==> config.mk <==
export PLATFORM = sky130hd
export DESIGN_NAME = uart_tx_mmio
export DESIGN_NICKNAME = d
export VERILOG_FILES = /design/src/rtl/uart_tx_mmio.sv
export SDC_FILE = /design/constraint.sdc
export NUM_CORES = 1
export LEC_CHECK = 0
export CAP_MARGIN = 20
export CELL_PAD_IN_SITES_DETAIL_PLACEMENT = 1
export CELL_PAD_IN_SITES_GLOBAL_PLACEMENT = 1
export CORE_MARGIN = 3
export CORE_UTILIZATION = 37
export DETAILED_ROUTE_END_ITERATION = 10
export PLACE_DENSITY = 0.92
export RECOVER_POWER = 100
export SETUP_SLACK_MARGIN = 0.5
export SLEW_MARGIN = 10
export SYNTH_ARGS = -nofsm -noshare
export SYNTH_HDL_FRONTEND = slang
export SYNTH_SLANG_ARGS = --single-unit
==> constraint.sdc <==
create_clock -name clk -period 3.5 [get_ports clk]
set_clock_uncertainty 0.15 [all_clocks]
set_input_delay 0.7 -clock clk [delete_from_list [all_inputs] [get_ports clk]]
set_output_delay 0.7 -clock clk [all_outputs]
set_load 0.01 [all_outputs]
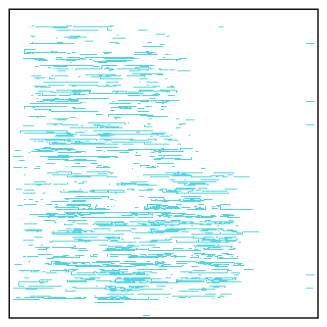
**Above:** run 1 (metal 1).
Scale: 3 px per um.
wire length on this layer = 3840 um
longest straight run = 35.4 um
share of all routed wire = 37%
nets with wire on the layer = 343
Vias: 2622
WL final: 10500 um

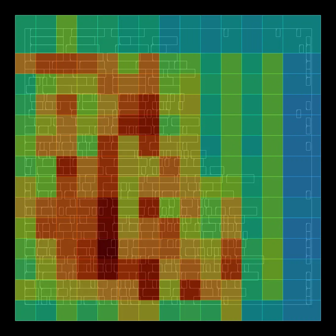
**Above:** run 1 (routing congestion map).
met1 usage: 21.9%
All-Layer GR Usage: 19.2%
most crowded layer after global routing: met2
WL/cell: 22.5 um
M3 GR Usage: 4.10%

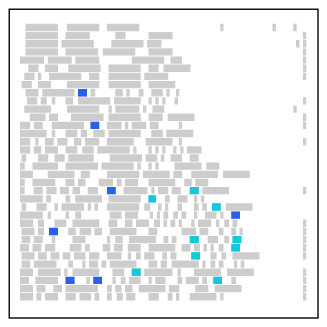
**Above:** run 1 (logic cells by family).
Scale: 3 px per um.
XOR/XNOR gates -> blue  # cells 7
AND-OR and OR-AND gates -> cyan  # cells 9
Comb/total area: 36.6%
Layout Cells excl Fill: 468

==> results.toml, run 1 <==
# flow metrics
[status]
status = "finished with violations"
failed_checks = "capacitance limit, slew limit"

[clocking]
htreeDepth = 3
ctsResizeCount = 78
tritoncts = "done"
post_cts_buffers = 5
numClockSinks = 64
path_clk_slew_ns = 0.08
cts_hold_buf = 0
cts_buffer_depth = 2

[layout]
final_util_pct = 48.4
lay_top_cells = "32 x nand2_1, 32 x edfxtp_1, 31 x dfrtp_1"
drive_gt1_share_pct = 22.5
largest_register_ff_count = 32
final-seq-area_um2 = 1760
signal_buffers = 66
nMultiInputCombCells = 200
stdcell_area_um2 = 4300
n_fill_cell = 912
comb_area_um2 = 1580
nonClkBufAreaFrac_pct = 13.8
clkCellAreaFrac_pct = 4.19
seq_cells = 64

[yosys]
ys_sh_adder_pct = 5.31
xor_share_pct = 1.78
synth_cells = 286
synthArstFlopShare_pct = 50.0
ys_warn_count = 0
simple_gate_area_share_pct = 15.8
flop_cell = "edfxtp_1"
edf_count = 32
logic_family = "simple AND/OR/NAND/NOR gates"
yosys_cells = 286
ys.flops = 64
ys_sh_mux_pct = 9.50

[critical_path]
cp_num_cells = 12
cp_slowest_cell = "clkdlybuf4s50_1"
cp.arrival_ns = 3.24
r2r_cells = 11
path_buffers = 4
regToRegSetupSlack_ns = 0.45
critPathKind = "in -> reg"
cpPeakStageDelay_ns = 0.43
path_cells = "clkdlybuf4s50_1 > nor3_2 > nand4_1 > clkbuf_1 > nor4b_4 > inv_1 > ha_1 > inv_2 > fa_2 > xor2_1 > nor2_1 > xor2_1"
crit_top_cell = "xor2_1"

[pwr]
pg_comb_w = 0.000163
power_w = 0.00164
intPower_w = 0.00118
leakagePower_nw = 1.81
maxPowerGroup = "sequential cells"
pg_clk_w = 0.000596
powerDensity_nw_per_um2 = 382
vdd_ir_drop_max_v = 0.000230
p_sw_share_pct = 28.0
pwr-share-comb_pct = 9.9
pg_seq_w = 0.000883

[routing]
dr.pass1.iters = 4
drt_first_iter_violations = 162
top_layer = "met4"
ant_nets = 0
wl_met1_um = 3840
drc = 0

[flow_run]
warnings = 59
cap_violations = 1

[grt]
grt_max_degree = 33
grt_pass1_wl_um = 15100
use_met2_pct = 33.9

[floorplanning]
die_x_um = 102
core_area_um2 = 8890
nWellTaps = 108
rows = 34
ios = 104
fp.dieH_um = 102

[timing]
setup_viol = 0
fin_crit_sh_pct = 89.3
hold_ws_ns = 0.369
slew_violations = 33
timing.final.ws_setup_ns = 0.374
setup_tns_ns = 0
maxSlewHeadroom_pct = -26.6
rsz0062_at_grt = "no"

[placement]
hpwl_um = 6110
placedCellCount = 445
post-place-ws_ns = -0.220
placed_area_um2 = 4020
routabilityCongestion = 0.785

[min_path]
hold-path-cell-count = 1
==> run 1: worst register-to-register path, stage by stage (launching register included) <==
cell and delay, ns:
dfrtp_1 0.40, inv_1 0.09, ha_1 0.18, and4b_1 0.38, a31oi_1 0.20, nor3_2 0.25, ha_1 0.27, inv_2 0.09
fa_2 0.41, xor2_1 0.19, nor2_1 0.15, xor2_1 0.22
==> run 1: synthesized netlist by cell type (5+ instances only) <==
cell type,instances,area (um2)
nand2_1,32,120
nor2_1,14,52.6
and2_1,5,31.3
ha_1,13,163
a22o_1,6,52.6
dfrtp_1,31,776
mux4_2,8,180
nor3_1,10,50.1
inv_1,14,52.6
mux2_2,9,101
nor4_1,5,31.3
clkbuf_1,5,18.8
buf_4,25,188
a21oi_1,6,30.0
edfxtp_1,32,961
o21ai_0,12,60.1
**Run 1: clock distribution**

Scale: 3 px per um.
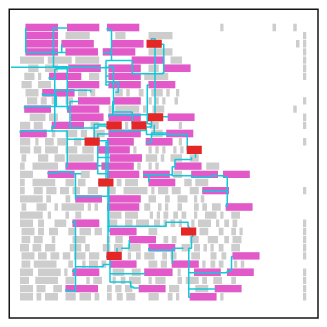

==> run 2: changes to the inputs <==
--- a/config.mk
+++ b/config.mk
@@ -8,10 +8,10 @@
 export CAP_MARGIN = 20
 export CELL_PAD_IN_SITES_DETAIL_PLACEMENT = 1
 export CELL_PAD_IN_SITES_GLOBAL_PLACEMENT = 1
-export CORE_MARGIN = 3
-export CORE_UTILIZATION = 37
+export CORE_MARGIN = 1
+export CORE_UTILIZATION = 30
 export DETAILED_ROUTE_END_ITERATION = 10
-export PLACE_DENSITY = 0.92
+export PLACE_DENSITY = 0.79
 export RECOVER_POWER = 100
 export SETUP_SLACK_MARGIN = 0.5
 export SLEW_MARGIN = 10
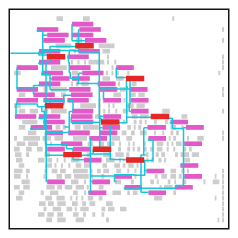
**Above:** run 2 (clock distribution).
Scale: 2 px per um.
clock drivers -> red  # count 9
clock wires -> cyan  # length 900 um
flip-flops -> magenta  # count 64
routed clock nets = 10
Late-Pin Clk Latency: 0.33 ns
Clk power: 0.000815 W
Clk pwr share: 44.0%

==> run 2 against run 1 <==
Effect of this change:
- the run still ends with capacitance limit, slew limit left
- hold slack worse by 0.011 ns
- die size is 13% higher
- first-iteration DRC count is 61% lower
- highest routed layer unchanged
==> results.toml, run 2 <==
# flow metrics
[layout]
n_antenna_cell = 0
seq_share_pct = 40.9
finalNonFillerCells = 495
comb_area_um2 = 1520
n_fill_cell = 1203
nonClkBufAreaFrac_pct = 12.3
largest_cell_class = "registers"
nNonClkInverters = 14
area_delta_synth_final_pct = 25.3
final-seq-area_um2 = 1760
comb-cell-share_pct = 35.2
clkCellAreaFrac_pct = 6.33
lay_top_cells = "32 x nand2_1, 32 x edfxtp_1, 31 x dfrtp_1"
final_util_pct = 39.2
clockBufferCount = 9
largest_register_ff_count = 32
signal_buffers = 61
drive_gt1_share_pct = 17.5
seq_cells = 64
stdcell_area_um2 = 4310
nNetsFinal = 432
nMultiInputCombCells = 200

[timing]
worst_slew_pin_slew_ns = 1.79
setup_viol = 0
slew_violations = 33
period_needed_ns = 3.08
rsz0062_at_grt = "no"
finalHoldViolations = 0
fin_crit_sh_pct = 88.1
maxSlewHeadroom_pct = -19.6
max_freq_mhz = 324

[grt]
grt_pass1_vias = 2535
grt_pass1_wl_um = 12500
grtUsageMet1_pct = 15.8
antenna_found_initial = 0
grt_max_degree = 33
grt-busiest-layer = "met2"
gr-total-overflow = 0

[yosys]
edf_count = 32
flop_cell = "edfxtp_1"
yosys_cells = 286
synth.cellmix.compoundShare_pct = 8.37
synthArstFlopShare_pct = 50.0
synth_cells = 286
ys_seq_share_pct = 51.3
logic_family = "simple AND/OR/NAND/NOR gates"
ys_warn_count = 0
synth_cell_types = 49
xor_share_pct = 1.78
simple_gate_area_share_pct = 15.8
yosysChipArea_um2 = 3440
yosysTopAreaCell = "edfxtp_1"
ys_sh_mux_pct = 9.50
ys_sh_adder_pct = 5.31
syn-cell-area_um2 = 3440
yosys-top-cells-area = "edfxtp_1 28%, dfrtp_1 23%, buf_4 5.5%, mux4_2 5.2%, ha_1 4.7%"
yosys-top-cells-count = "32 x edfxtp_1, 32 x nand2_1, 31 x dfrtp_1"
ys.flops = 64
synth.avg_cell_area_um2 = 12.0
top_area_share_pct = 28.0

[critical_path]
path_cells = "clkdlybuf4s50_1 > nor3_1 > nand4_2 > nor3_1 > clkbuf_1 > and2_4 > buf_2"
cp_slowest_cell = "clkdlybuf4s50_1"
r2r_cells = 11
required_ns = 2.65
crit_path_start_kind = "input pin"
cp_num_cells = 7
crit_family = "simple AND/OR/NAND/NOR gates"
cpPeakStageDelay_ns = 0.40
path_buffers = 3
worstPathMaxFanout = 4
regToRegSetupSlack_ns = 0.60
cp.arrival_ns = 2.23
crit_top_cell = "nor3_1"
critPathKind = "in -> out"
endpoint_kind = "output port"

[placement]
hpwl_um = 5370
placed_area_um2 = 4060
portBuffers = 52
routabilityCongestion = 0.726
placedCellCount = 477

[routing]
dr_wl_met3_um = 275
wl_met1_um = 3150
drc = 0
drt_first_iter_violations = 63
dr.pass1.iters = 4
ant_nets = 0
top_layer = "met4"
dr_wl_met2_um = 3950
finalWirelength_um = 7510
viasPerCell = 4.84
vias = 2394

[clocking]
numClockSinks = 64
post_cts_buffers = 1
tritoncts = "done"
path_clk_slew_ns = 0.05
cts_buffer_depth = 2
cts_root_buffer = "clkbuf_16"
htreeDepth = 3
cts_hold_buf = 0
ctsResizeCount = 59

[floorplanning]
die_x_um = 109
nWellTaps = 140
ios = 104
core_area_um2 = 11000
initCoreUtil_pct = 31.3
fp.dieH_um = 109
die_area_um2 = 11900
rows = 38

[status]
failed_checks = "capacitance limit, slew limit"
status = "finished with violations"

[min_path]
hold_path_class = "reg -> reg"
hold-path-cell-count = 1

[pwr]
leakagePower_nw = 1.77
vdd_ir_drop_max_v = 0.000229
powerDensity_nw_per_um2 = 430

[flow_run]
cap_violations = 1
warnings = 59
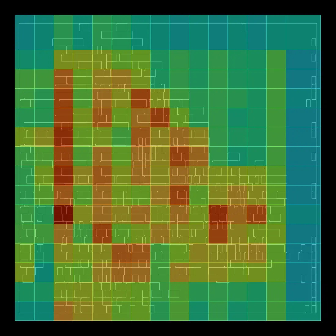
**Above:** run 2 (routing congestion map).
All-Layer GR Usage: 14.0%
WL/cell: 15.2 um
GR met2 Demand/Resource: 25.3%
M3 GR Usage: 3.17%

[run 2: through the flow]
step | setup WS [ns] | TNS [ns] | hold slack [ns] | total power, W
final | 0.418 | 0 | 0.358 | 0.00185
after global routing | 0.309 | 0 | 0.369 | 0.00192
after CTS | 0.504 | 0 | 0.358 | 0.00187
after detailed placement | -0.0863 | -0.497 | 0.348 | 0.00106
after global placement | 0.0171 | 0 | 0.337 | 0.00105
after floorplan | 0.760 | 0 | 0.254 | 0.000986
[run 2: where the power goes]
| part | total (W) | switching (W) | leakage (nW) | internal, W |
|---|---|---|---|---|
| Sequential | 0.000884 | 0.0000436 | 0.677 | 0.000841 |
| Clock | 0.000815 | 0.000337 | 0.133 | 0.000478 |
| Combinational | 0.000151 | 0.0000695 | 0.960 | 0.0000816 |
Power is estimated from default activity; no workload was simulated.
